### config.mk
export PLATFORM = sky130hd
export DESIGN_NAME = jogo_sequencia_unidade_controle
export DESIGN_NICKNAME = d
export VERILOG_FILES = /design/src/rtl/jogo_sequencia_unidade_controle.sv
export SDC_FILE = /design/constraint.sdc
export NUM_CORES = 1
export LEC_CHECK = 0
export ABC_AREA = 0
export CELL_PAD_IN_SITES_DETAIL_PLACEMENT = 1
export CELL_PAD_IN_SITES_GLOBAL_PLACEMENT = 2
export CORE_MARGIN = 2
export CORE_UTILIZATION = 30
export CTS_CLUSTER_SIZE = 20
export DETAILED_ROUTE_END_ITERATION = 10
export HOLD_SLACK_MARGIN = 0.03
export PLACE_DENSITY_LB_ADDON = 0.05
export SETUP_SLACK_MARGIN = 0.05
export SLEW_MARGIN = 20
export SYNTH_ARGS = -nofsm -noshare
export SYNTH_HDL_FRONTEND = slang
export SYNTH_SLANG_ARGS = --single-unit
### constraint.sdc
create_clock -name clock -period 2 [get_ports clock]
set_input_delay 0.5 -clock clock [delete_from_list [all_inputs] [get_ports clock]]
set_output_delay 0.5 -clock clock [all_outputs]
set_load 0.01 [all_outputs]
### src/rtl/jogo_sequencia_unidade_controle.sv
// Control unit for the sequence-memory game: growing rounds up to a level-selected limit,
// with per-play timeout. Owns address, round and timer counters; all outputs registered.
module jogo_sequencia_unidade_controle #(
  parameter int unsigned SEQ_LEN     = 16,
  parameter int unsigned ADDR_W      = 4,
  parameter int unsigned TIMEOUT_CYC = 5000,
  parameter int unsigned TMR_W       = 13
) (
  input  logic              clock,
  input  logic              reset,
  input  logic              iniciar,
  input  logic              jogada,
  input  logic              igual,
  input  logic              nivel,
  output logic [ADDR_W-1:0] endereco,
  output logic [ADDR_W-1:0] rodada,
  output logic              zeraR,
  output logic              registraR,
  output logic              acertou,
  output logic              errou,
  output logic              timeout,
  output logic              pronto,
  output logic [3:0]        db_estado
);

  typedef enum logic [3:0] {
    INICIAL        = 4'h0,
    PREPARACAO     = 4'h1,
    PROXIMA_RODADA = 4'h3,
    ESPERA_JOGADA  = 4'h4,
    REGISTRA       = 4'h5,
    COMPARA        = 4'h6,
    PROXIMO        = 4'h7,
    FIM_ACERTOS    = 4'hC,
    FIM_TIMEOUT    = 4'hD,
    FIM_ERRO       = 4'hE
  } state_t;

  localparam logic [ADDR_W-1:0] LAST_FULL = ADDR_W'(SEQ_LEN - 1);
  localparam logic [ADDR_W-1:0] LAST_HALF = ADDR_W'(SEQ_LEN / 2 - 1);
  localparam logic [TMR_W-1:0]  TMR_LAST  = TMR_W'(TIMEOUT_CYC - 1);

  state_t            state;
  state_t            state_n;
  logic [TMR_W-1:0]  timer;
  logic              nivel_reg;
  logic [ADDR_W-1:0] last_round;

  // Final round index for the level latched at game start.
  assign last_round = nivel_reg ? LAST_FULL : LAST_HALF;

  // Next-state logic; play beats timer expiry when both happen together.
  always_comb begin
    state_n = state;
    case (state)
      INICIAL:        if (iniciar) state_n = PREPARACAO;
      PREPARACAO:     state_n = ESPERA_JOGADA;
      ESPERA_JOGADA: begin
        if (jogada)                 state_n = REGISTRA;
        else if (timer == TMR_LAST) state_n = FIM_TIMEOUT;
      end
      REGISTRA:       state_n = COMPARA;
      COMPARA: begin
        if (!igual)                     state_n = FIM_ERRO;
        else if (endereco != rodada)    state_n = PROXIMO;
        else if (rodada == last_round)  state_n = FIM_ACERTOS;
        else                            state_n = PROXIMA_RODADA;
      end
      PROXIMO:        state_n = ESPERA_JOGADA;
      PROXIMA_RODADA: state_n = ESPERA_JOGADA;
      FIM_ACERTOS,
      FIM_TIMEOUT,
      FIM_ERRO:       if (iniciar) state_n = PREPARACAO;
      default:        state_n = INICIAL;
    endcase
  end

  // State, counters, and Moore outputs decoded from the next state so they align with it.
  always_ff @(posedge clock or negedge reset) begin
    if (!reset) begin
      state     <= INICIAL;
      endereco  <= '0;
      rodada    <= '0;
      timer     <= '0;
      nivel_reg <= 1'b0;
      zeraR     <= 1'b1;
      registraR <= 1'b0;
      acertou   <= 1'b0;
      errou     <= 1'b0;
      timeout   <= 1'b0;
      pronto    <= 1'b0;
      db_estado <= 4'h0;
    end else begin
      state <= state_n;
      case (state)
        PREPARACAO: begin
          endereco  <= '0;
          rodada    <= '0;
          timer     <= '0;
          nivel_reg <= nivel;
        end
        ESPERA_JOGADA: timer <= timer + TMR_W'(1);
        PROXIMO: begin
          endereco <= endereco + ADDR_W'(1);
          timer    <= '0;
        end
        PROXIMA_RODADA: begin
          rodada   <= rodada + ADDR_W'(1);
          endereco <= '0;
          timer    <= '0;
        end
        default: ;
      endcase
      zeraR     <= (state_n == INICIAL) || (state_n == PREPARACAO);
      registraR <= (state_n == REGISTRA);
      acertou   <= (state_n == FIM_ACERTOS);
      errou     <= (state_n == FIM_ERRO);
      timeout   <= (state_n == FIM_TIMEOUT);
      pronto    <= (state_n == FIM_ACERTOS) || (state_n == FIM_ERRO) ||
                   (state_n == FIM_TIMEOUT);
      db_estado <= state_n;
    end
  end

endmodule

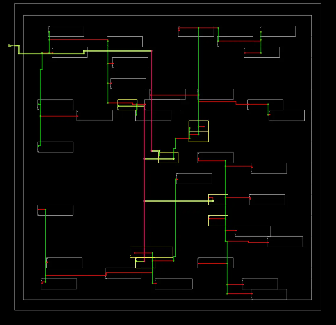
run_1/final_clocks.png
insertion delay at the late pin of the worst-skew pair: 0.29 ns
Final Skew: 0.006734 ns
registers: 32
number of sinks handled by clock tree synthesis: 32

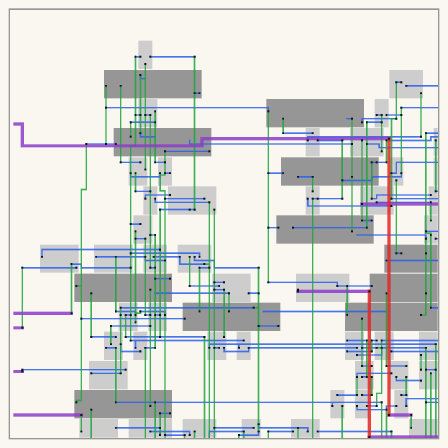
run_1/zoom.png
Window x 0 to 40, y 39 to 79 um. Cells in grey, sequential cells in the stronger grey; small squares are vias.
| colour | layer |
|---|---|
| red | met4 |
| blue | met1 |
| green | met2 |
| purple | met3 |
cells with their middle in the window: 53
most frequent: dfrtp_1 (11), nand2_1 (8), o21ai_0 (5)
sequential cells in the window: 11
netlist names of flops here include: timer (6), rodada (4)

==> Implementation_results.wiki, run 1 <==
== Flow metrics ==
{| class="wikitable"
! Metric !! Value
|-
| Series of cell instances along the critical path || buf_4, clkdlybuf4s50_1
|-
| Number of synthesis warnings || 0
|-
| Sequential cell area fraction in the yosys report || 47.24%
|-
| Total tool warning count || 26
|-
| Net count entering floorplan || 191
|-
| Critical path buffers and inverters || 2
|-
| Origin of the critical flop-to-flop path || state[1]
|-
| Highest-delay cell along the critical path || sky130_fd_sc_hd__clkdlybuf4s50_1
|-
| Total sequential power || 1.02 mW
|-
| Worst IR drop on VDD || 0.0004792 V
|-
| DR pass1 iterations || 4
|-
| Number of antenna violations at the first check in global routing || 0
|-
| Switching share of power || 37.61%
|-
| Worst hold-check path type || reg -> reg
|-
| Max reg flops || 13
|-
| Root buf cell || sky130_fd_sc_hd__clkbuf_8
|-
| Cell types occupying the most area after synthesis || sky130_fd_sc_hd__dfrtp_1, sky130_fd_sc_hd__nand2_1, sky130_fd_sc_hd__xnor2_1
|-
| Clock-pin slew on the worst setup and hold paths || 0.07 ns
|-
| Synthesized netlist cell count || 182
|-
| Area growth syn-to-layout || 31.10%
|-
| Number of input and output port buffers inserted || 23
|-
| Crit. End Element || primary output
|-
| Syn_area_per_cell || 9.329 sq um
|-
| Highest net fanout along the worst path || 10
|-
| Number of cells on the critical path || 2
|-
| Net total in the final layout || 228
|-
| Placed cells || 284
|-
| GR Util All Layers || 16.91%
|-
| Relative contribution of combinational cells to total power || 44.2%
|-
| Sequential group share of total power || 33.3%
|-
| TritonCTS buffer count || 5
|-
| Count of maximum capacitance violations || 0
|-
| Largest stage delay, worst path || 0.55 ns
|-
| Share of power burned in the clock network || 22.5%
|-
| Maximum number of pins on one net before global-route repair || 33
|-
| Final Routed Wirelength || 4644 um
|-
| Largest area contributor in the netlist || sky130_fd_sc_hd__dfrtp_1
|-
| Std cell rows || 27
|-
| WL/cell || 15.90 um
|-
| Number of vias per cell || 5.024
|-
| Worst relative slew slack || 71.44%
|-
| Final HPWL DP || 3387 um
|-
| Final setup violation count || 0
|-
| Diodes inserted || 0
|-
| Flip-flop and latch count after synthesis || 32
|-
| Height of the chip || 79.23 um
|-
| Fin crit share || 93.74%
|-
| Startpoint type of the worst setup path || flip-flop
|-
| Ports || 24
|-
| Slew at the pin with the worst max-slew slack || 0.4284 ns
|-
| Critical path data arrival time || 1.37 ns
|-
| Required arrival time at the worst endpoint || 1.50 ns
|-
| Power consumed by combinational cells || 1.35 mW
|-
| Largest buffer count on any clock path || 2
|-
| Start point of the worst min-delay path || nivel_reg
|-
| Category of cells accounting for the largest share of critical-path delay || buffers and inverters
|-
| Tmin final || 1.875 ns
|-
| Remaining Overflow, GRT || 0
|-
| Type of the worst setup path || reg -> out
|-
| Final Non-Filler Cells || 292
|-
| Number of cells on the worst reg-to-reg path || 5
|-
| Group drawing the most power || combinational logic
|-
| Die outline area || 6277 sq um
|-
| Startpoint of the most critical setup path || state[3]
|-
| First-pass GRT wire length || 8204 um
|-
| Timing endpoint of the critical path || db_estado[3]
|-
| Final Slew Violations || 0
|-
| Number of hold buffers added after CTS || 0
|-
| Outcome || complete, no violations
|-
| Top register by number of flip-flops || timer
|-
| Final tally of hold violations || 0
|-
| Routability congestion estimate from global placement || 0.7386
|-
| Worst reg2reg path endpoint || timer[11]
|-
| TritonCTS clock tree || built
|-
| Switching power summed over all nets || 1.152 mW
|}
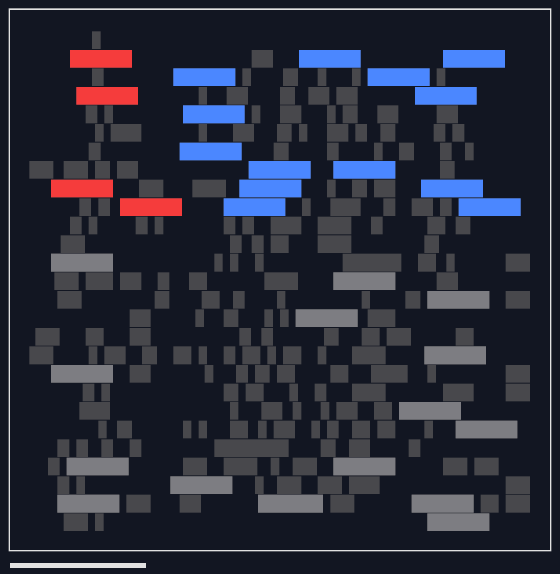
run_1/registers.png
Bar = 20 um.
| colour | name in the netlist | sequential cells |
|---|---|---|
| red | rodada | 4 |
| blue | timer | 13 |

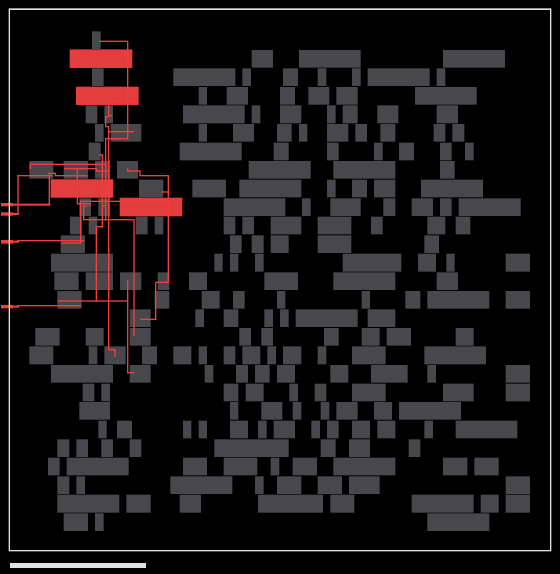
run_1/port_nets.png
Bar = 20 um.
| colour | port | bits | direction | edge | end cells | buffers | wire |
|---|---|---|---|---|---|---|---|
| red | rodada | 4 | output | left | 4 | 4 | 288 um |

==> run 1: cells by family (layout without fill, tap and decap cells) <==
logic type,after synthesis,in the layout,synth area share [%]
multiplexers,3,3,1.842
adder cells (fa/ha/maj),3,3,2.211
AND-OR/OR-AND,30,30,10.69
XOR/XNOR,15,15,7.738
AND/OR/NAND/NOR,88,88,27.27
flip-flops,32,32,47.24
buffers and inverters,11,49,3.021
==> run 1: metal layers <==
| layer | GRT usage (%) | share of wire, % | up-vias |
|---|---|---|---|
| met5 | 0 | 0 | - |
| met3 | 4.318 | 3.9 | 6 |
| li1 | - | - | 712 |
| met1 | 21.91 | 46 | 719 |
| met2 | 27.71 | 49 | 30 |
| met4 | 5.172 | 1.4 | 0 |
==> run 1: what timing repair did <==
| item | in CTS | in global routing |
|---|---|---|
| gates resized | 2 | 3 |
| endpoints found under the setup margin | 2 | 2 |
| buffers inserted | 0 | 0 |
==> run 1: through the flow <==
stage | power, mW | setup slack, ns | area [sq um] | hold WS, ns | utilization (%)
floorplan | 1.769 | 0.1029 | 1698 | 0.2044 | -
CTS | 3.108 | 0.07362 | 2217 | 0.5363 | 40.51
global route | 3.324 | 0.06128 | 2226 | 0.5650 | 40.67
finish | 3.062 | 0.1251 | 2226 | 0.5342 | 40.67
global placement | 2.354 | 0.02348 | 2083 | 0.5119 | 38.07
detailed placement | 2.384 | 0.007484 | 2083 | 0.5204 | 38.07
==> run 1: worst min path at each step <==
stage / end / slack, ns / depth (start not counted)
after floorplan: acertou / 0.20 / 0
after global placement: nivel_reg / 0.51 / 1
after detailed placement: nivel_reg / 0.52 / 1
after CTS: nivel_reg / 0.54 / 1
after global routing: nivel_reg / 0.56 / 1
final: nivel_reg / 0.53 / 1
==> run 1: cells in the final DEF (no fill, tap or decap), drive strengths merged, types with 2 or more instances in the layout <==
cell	Yosys	final
xor2	6	6
clkdlybuf4s50	0	21
a22o	2	2
nand2	23	23
nor3	7	7
nand3	8	8
nor4	3	3
nand4	7	7
a22oi	2	2
o31ai	2	2
nand2b	3	3
o21ai	13	13
ha	3	3
xnor2	9	9
dlymetal6s2s	0	2
mux2i	2	2
and3	4	4
clkbuf	2	7
dfrtp	31	31
buf	4	13
nor2	22	22
inv	5	5
nor4b	3	3
or3	2	2
a21oi	7	7
==> run 1: synthesized netlist by cell type, drive strengths merged <==
library cell,count
dfrtp,31
nand2,23
nor2,22
o21ai,13
xnor2,9
nand3,8
a21oi,7
nand4,7
nor3,7
xor2,6
inv,5
and3,4
buf,4
ha,3
nand2b,3
nor4,3
nor4b,3
a22o,2
a22oi,2
clkbuf,2
mux2i,2
o31ai,2
or3,2
a2bb2oi,1
a311oi,1
a32oi,1
and2,1
and2b,1
and3b,1
dfstp,1
mux2,1
nand3b,1
nor3b,1
o21a,1
or4b,1
==> run 1: final cells by class <==
class                           count  area (sq um)
Clock inverter                      1         30.03
Timing Repair Buffer               36         344.1
Clock buffer                        7         96.34
Fill cell                         647          3247
Inverter                            5         18.77
Multi-Input combinational cell    139         844.6
Sequential cell                    32         802.0
Tap cell                           72         90.09
## Run 2: what changed since run 1
ABC_AREA = not set   (was 0)
PLACE_DENSITY = 0.75   (was not set)
PLACE_DENSITY_LB_ADDON = not set   (was 0.05)
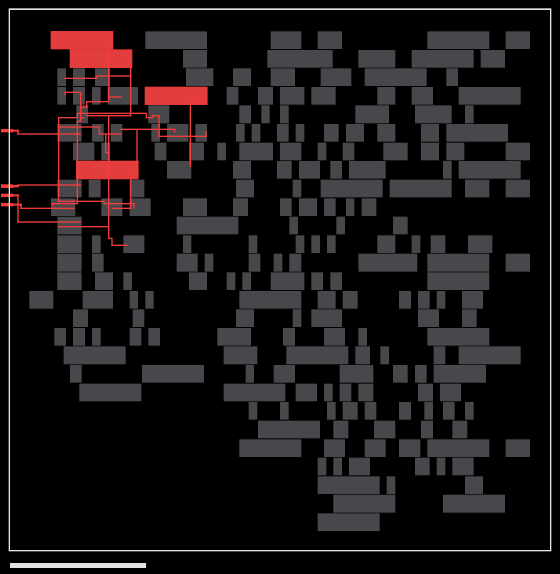
run_2/port_nets.png
Bar = 20 um.
| colour | port | bits | direction | edge | end cells | buffers | wire |
|---|---|---|---|---|---|---|---|
| red | rodada | 4 | output | left | 4 | 4 | 237 um |
Ports: 24
number of input and output port buffers inserted: 23

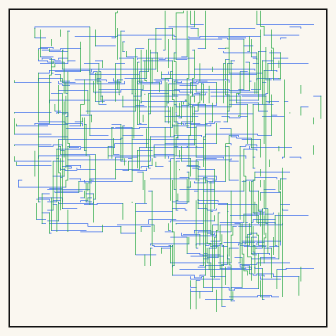
run_2/metal_stack.png
Only two layers are drawn.
| colour | layer | wire length |
|---|---|---|
| blue | met1 | 2,150 um |
| green | met2 | 2,190 um |

==> run 2 against run 1 <==
- core utilization is 0.69 points lower
- synthesized area stayed put
- worst hold slack better by 0.016 ns
- sequential power hardly changed
- register-to-register slack worse by 0.03 ns
- first-iteration DRC count went up to 3.6 times the previous value
- power is 5.4% lower
- clock power is 25% lower
- combinational power hardly changed
- non-clock buffer count is 3 lower
==> Implementation_results.wiki, run 2 <==
== Flow metrics ==
{| class="wikitable"
! Metric !! Value
|-
| Area growth syn-to-layout || 28.89%
|-
| Maximum number of pins on one net before global-route repair || 33 (unchanged)
|-
| Routability congestion estimate from global placement || 0.8713 (+18%)
|-
| Final Skew || 0.006634 ns (-0.0001000 ns)
|-
| Critical path data arrival time || 1.39 ns (+0.02 ns)
|-
| Syn_area_per_cell || 9.329 sq um (unchanged)
|-
| Placed cells || 281 (-1.1%)
|-
| Slew at the pin with the worst max-slew slack || 0.4288 ns (+0.0004182 ns)
|-
| Final Non-Filler Cells || 289 (-1.0%)
|-
| Height of the chip || 79.23 um (unchanged)
|-
| Startpoint type of the worst setup path || flip-flop
|-
| Final Routed Wirelength || 4564 um (-1.7%)
|-
| Final Slew Violations || 0 (unchanged)
|-
| Number of cells on the worst reg-to-reg path || 5 (unchanged)
|-
| Ys async rst share || 100.0% (unchanged)
|-
| Fin crit share || 94.55% (+0.81 points)
|-
| Antenna Violating Nets Remaining || 0
|-
| First-pass GRT wire length || 7721 um (-5.9%)
|-
| Most popular library cell in the synthesized design by count || sky130_fd_sc_hd__dfrtp_1
|-
| Worst IR drop on VDD || 0.0004219 V (-12%)
|-
| Std cell rows || 27 (unchanged)
|-
| Max reg flops || 13 (unchanged)
|-
| Number of sinks handled by clock tree synthesis || 32 (unchanged)
|-
| Worst relative slew slack || 71.41% (about the same)
|-
| Die outline area || 6277 sq um (unchanged)
|-
| Tmin final || 1.891 ns (+0.01622 ns)
|-
| Cell types occupying the most area after synthesis || sky130_fd_sc_hd__dfrtp_1, sky130_fd_sc_hd__nand2_1, sky130_fd_sc_hd__xnor2_1
|-
| Type of the worst setup path || reg -> out
|-
| Number of cells on the critical path || 2 (unchanged)
|-
| Critical path buffers and inverters || 2 (unchanged)
|-
| Top logic cells by instance count in the layout || sky130_fd_sc_hd__dfrtp_1, sky130_fd_sc_hd__nand2_1, sky130_fd_sc_hd__clkdlybuf4s50_1
|-
| Diodes inserted || 0 (unchanged)
|-
| Net count entering floorplan || 191 (unchanged)
|-
| Number of vias per cell || 5.166 (+2.8%)
|-
| Number of antenna violations at the first check in global routing || 0 (unchanged)
|-
| Largest stage delay, worst path || 0.55 ns (about the same)
|-
| Final HPWL DP || 3216 um (-5.0%)
|-
| Top register by number of flip-flops || timer
|-
| WL/cell || 15.79 um (-0.70%)
|-
| Root buf cell || sky130_fd_sc_hd__clkbuf_8
|-
| Fill count || 636 (-1.7%)
|-
| Post-synth tally of flip-flops with integrated enable || 0 (unchanged)
|-
| CORE AREA || 5473 sq um
|-
| Remaining Overflow, GRT || 0 (unchanged)
|-
| Flip-flop and latch count after synthesis || 32 (unchanged)
|-
| Number of cells on the worst hold path || 1 (unchanged)
|-
| Net total in the final layout || 225 (-1.3%)
|-
| Commonest Layout Cell || sky130_fd_sc_hd__dfrtp_1
|-
| Total tool warning count || 26 (unchanged)
|-
| GR Util All Layers || 16.01% (-0.90 points)
|-
| Category of cells accounting for the largest share of critical-path delay || buffers and inverters
|-
| Outcome || complete, no violations
|-
| Max Clk Rate || 528.8 MHz
|-
| Required arrival time at the worst endpoint || 1.50 ns (about the same)
|-
| Ranking of synthesized cells by instance count || sky130_fd_sc_hd__dfrtp_1, sky130_fd_sc_hd__nand2_1, sky130_fd_sc_hd__nor2_1, sky130_fd_sc_hd__o21ai_0, sky130_fd_sc_hd__xnor2_1
|-
| Number of synthesis warnings || 0 (unchanged)
|-
| TritonCTS buffer count || 5 (unchanged)
|-
| Insertion delay at the late pin of the worst-skew pair || 0.29 ns (about the same)
|-
| Most used flip-flop cell || sky130_fd_sc_hd__dfrtp_1
|-
| Crit. End Element || primary output
|-
| RSZ-0062 raised after global routing || false
|-
| Highest net fanout along the worst path || 10 (unchanged)
|-
| Clock-pin slew on the worst setup and hold paths || 0.07 ns (about the same)
|-
| Synthesized netlist cell count || 182 (unchanged)
|-
| Count of maximum capacitance violations || 0 (unchanged)
|-
| Final tally of hold violations || 0 (unchanged)
|}
## run 2: area by class of cell
type | count | area [sq um] | share of cell area (%)
Multi-Input combinational cell | 139 | 859.6 | 39.28
Sequential cell | 32 | 802.0 | 36.65
Timing Repair Buffer | 33 | 325.3 | 14.87
Tap cell | 72 | 90.09 | 4.117
Clock buffer | 6 | 82.58 | 3.774
Inverter | 5 | 18.77 | 0.8576
Clock inverter | 2 | 10.01 | 0.4574
## run 2: where the power goes
part | switching (mW) | total, mW | internal (mW)
clock | 0.244 | 0.519 | 0.274
combinational | 0.719 | 1.36 | 0.642
sequential | 0.199 | 1.02 | 0.818
## run 2: metrics by stage
stage	util (%)	total power, mW	hold WS, ns	cell area (sq um)	setup WS, ns
floorplan	-	1.769	0.2044	1698	0.1029
global placement	37.65	2.306	0.5256	2061	0.005979
detailed placement	37.65	2.344	0.5437	2061	-0.08715
CTS	39.48	2.900	0.5597	2161	0.07914
global route	39.99	3.130	0.5807	2188	0.05516
finish	39.99	2.897	0.5497	2188	0.1089
## run 2: final timing paths
| check | from | to |
|---|---|---|
| max | state[3] | db_estado[3] |
| min | nivel_reg | nivel_reg |
| max reg2reg | state[1] | timer[11] |
| min reg2reg | nivel_reg | nivel_reg |
| max in group asynchronous | reset | zeraR |
| min in group asynchronous | reset | timer[10] |
## run 2: worst register-to-register path: stages (launching register included)
cell,delay (ns)
sky130_fd_sc_hd__dfrtp_1,0.41
sky130_fd_sc_hd__or4b_1,0.59
sky130_fd_sc_hd__nor4_4,0.35
sky130_fd_sc_hd__nand3_1,0.14
sky130_fd_sc_hd__xor2_1,0.18
sky130_fd_sc_hd__nor2_2,0.04
## run 2: timing repair
action,CTS,global route
buffers inserted,0,0
setup endpoints to repair,2,7
endpoints found under the hold margin,0,0
hold buffers,0,0
gates resized,2,6
## run 2: per-layer routing
layer  GRT usage, %  wire length (um)
met4          5.172                64
met3          4.545               162
met5              0                 0
met1          20.76              2149
met2          25.76              2187
## run 2: cell families (layout without fill, tap and decap cells)
family	after synthesis	count (layout)	synth area share [%]
mux	3	3	1.842
buf+inv	11	46	3.021
flops	32	32	47.24
simple gates	88	88	27.27
fa+ha+maj	3	3	2.211
compound gates	30	30	10.69
xor+xnor	15	15	7.738
Power figures rest on the tool's default switching activity, not on a simulated workload.
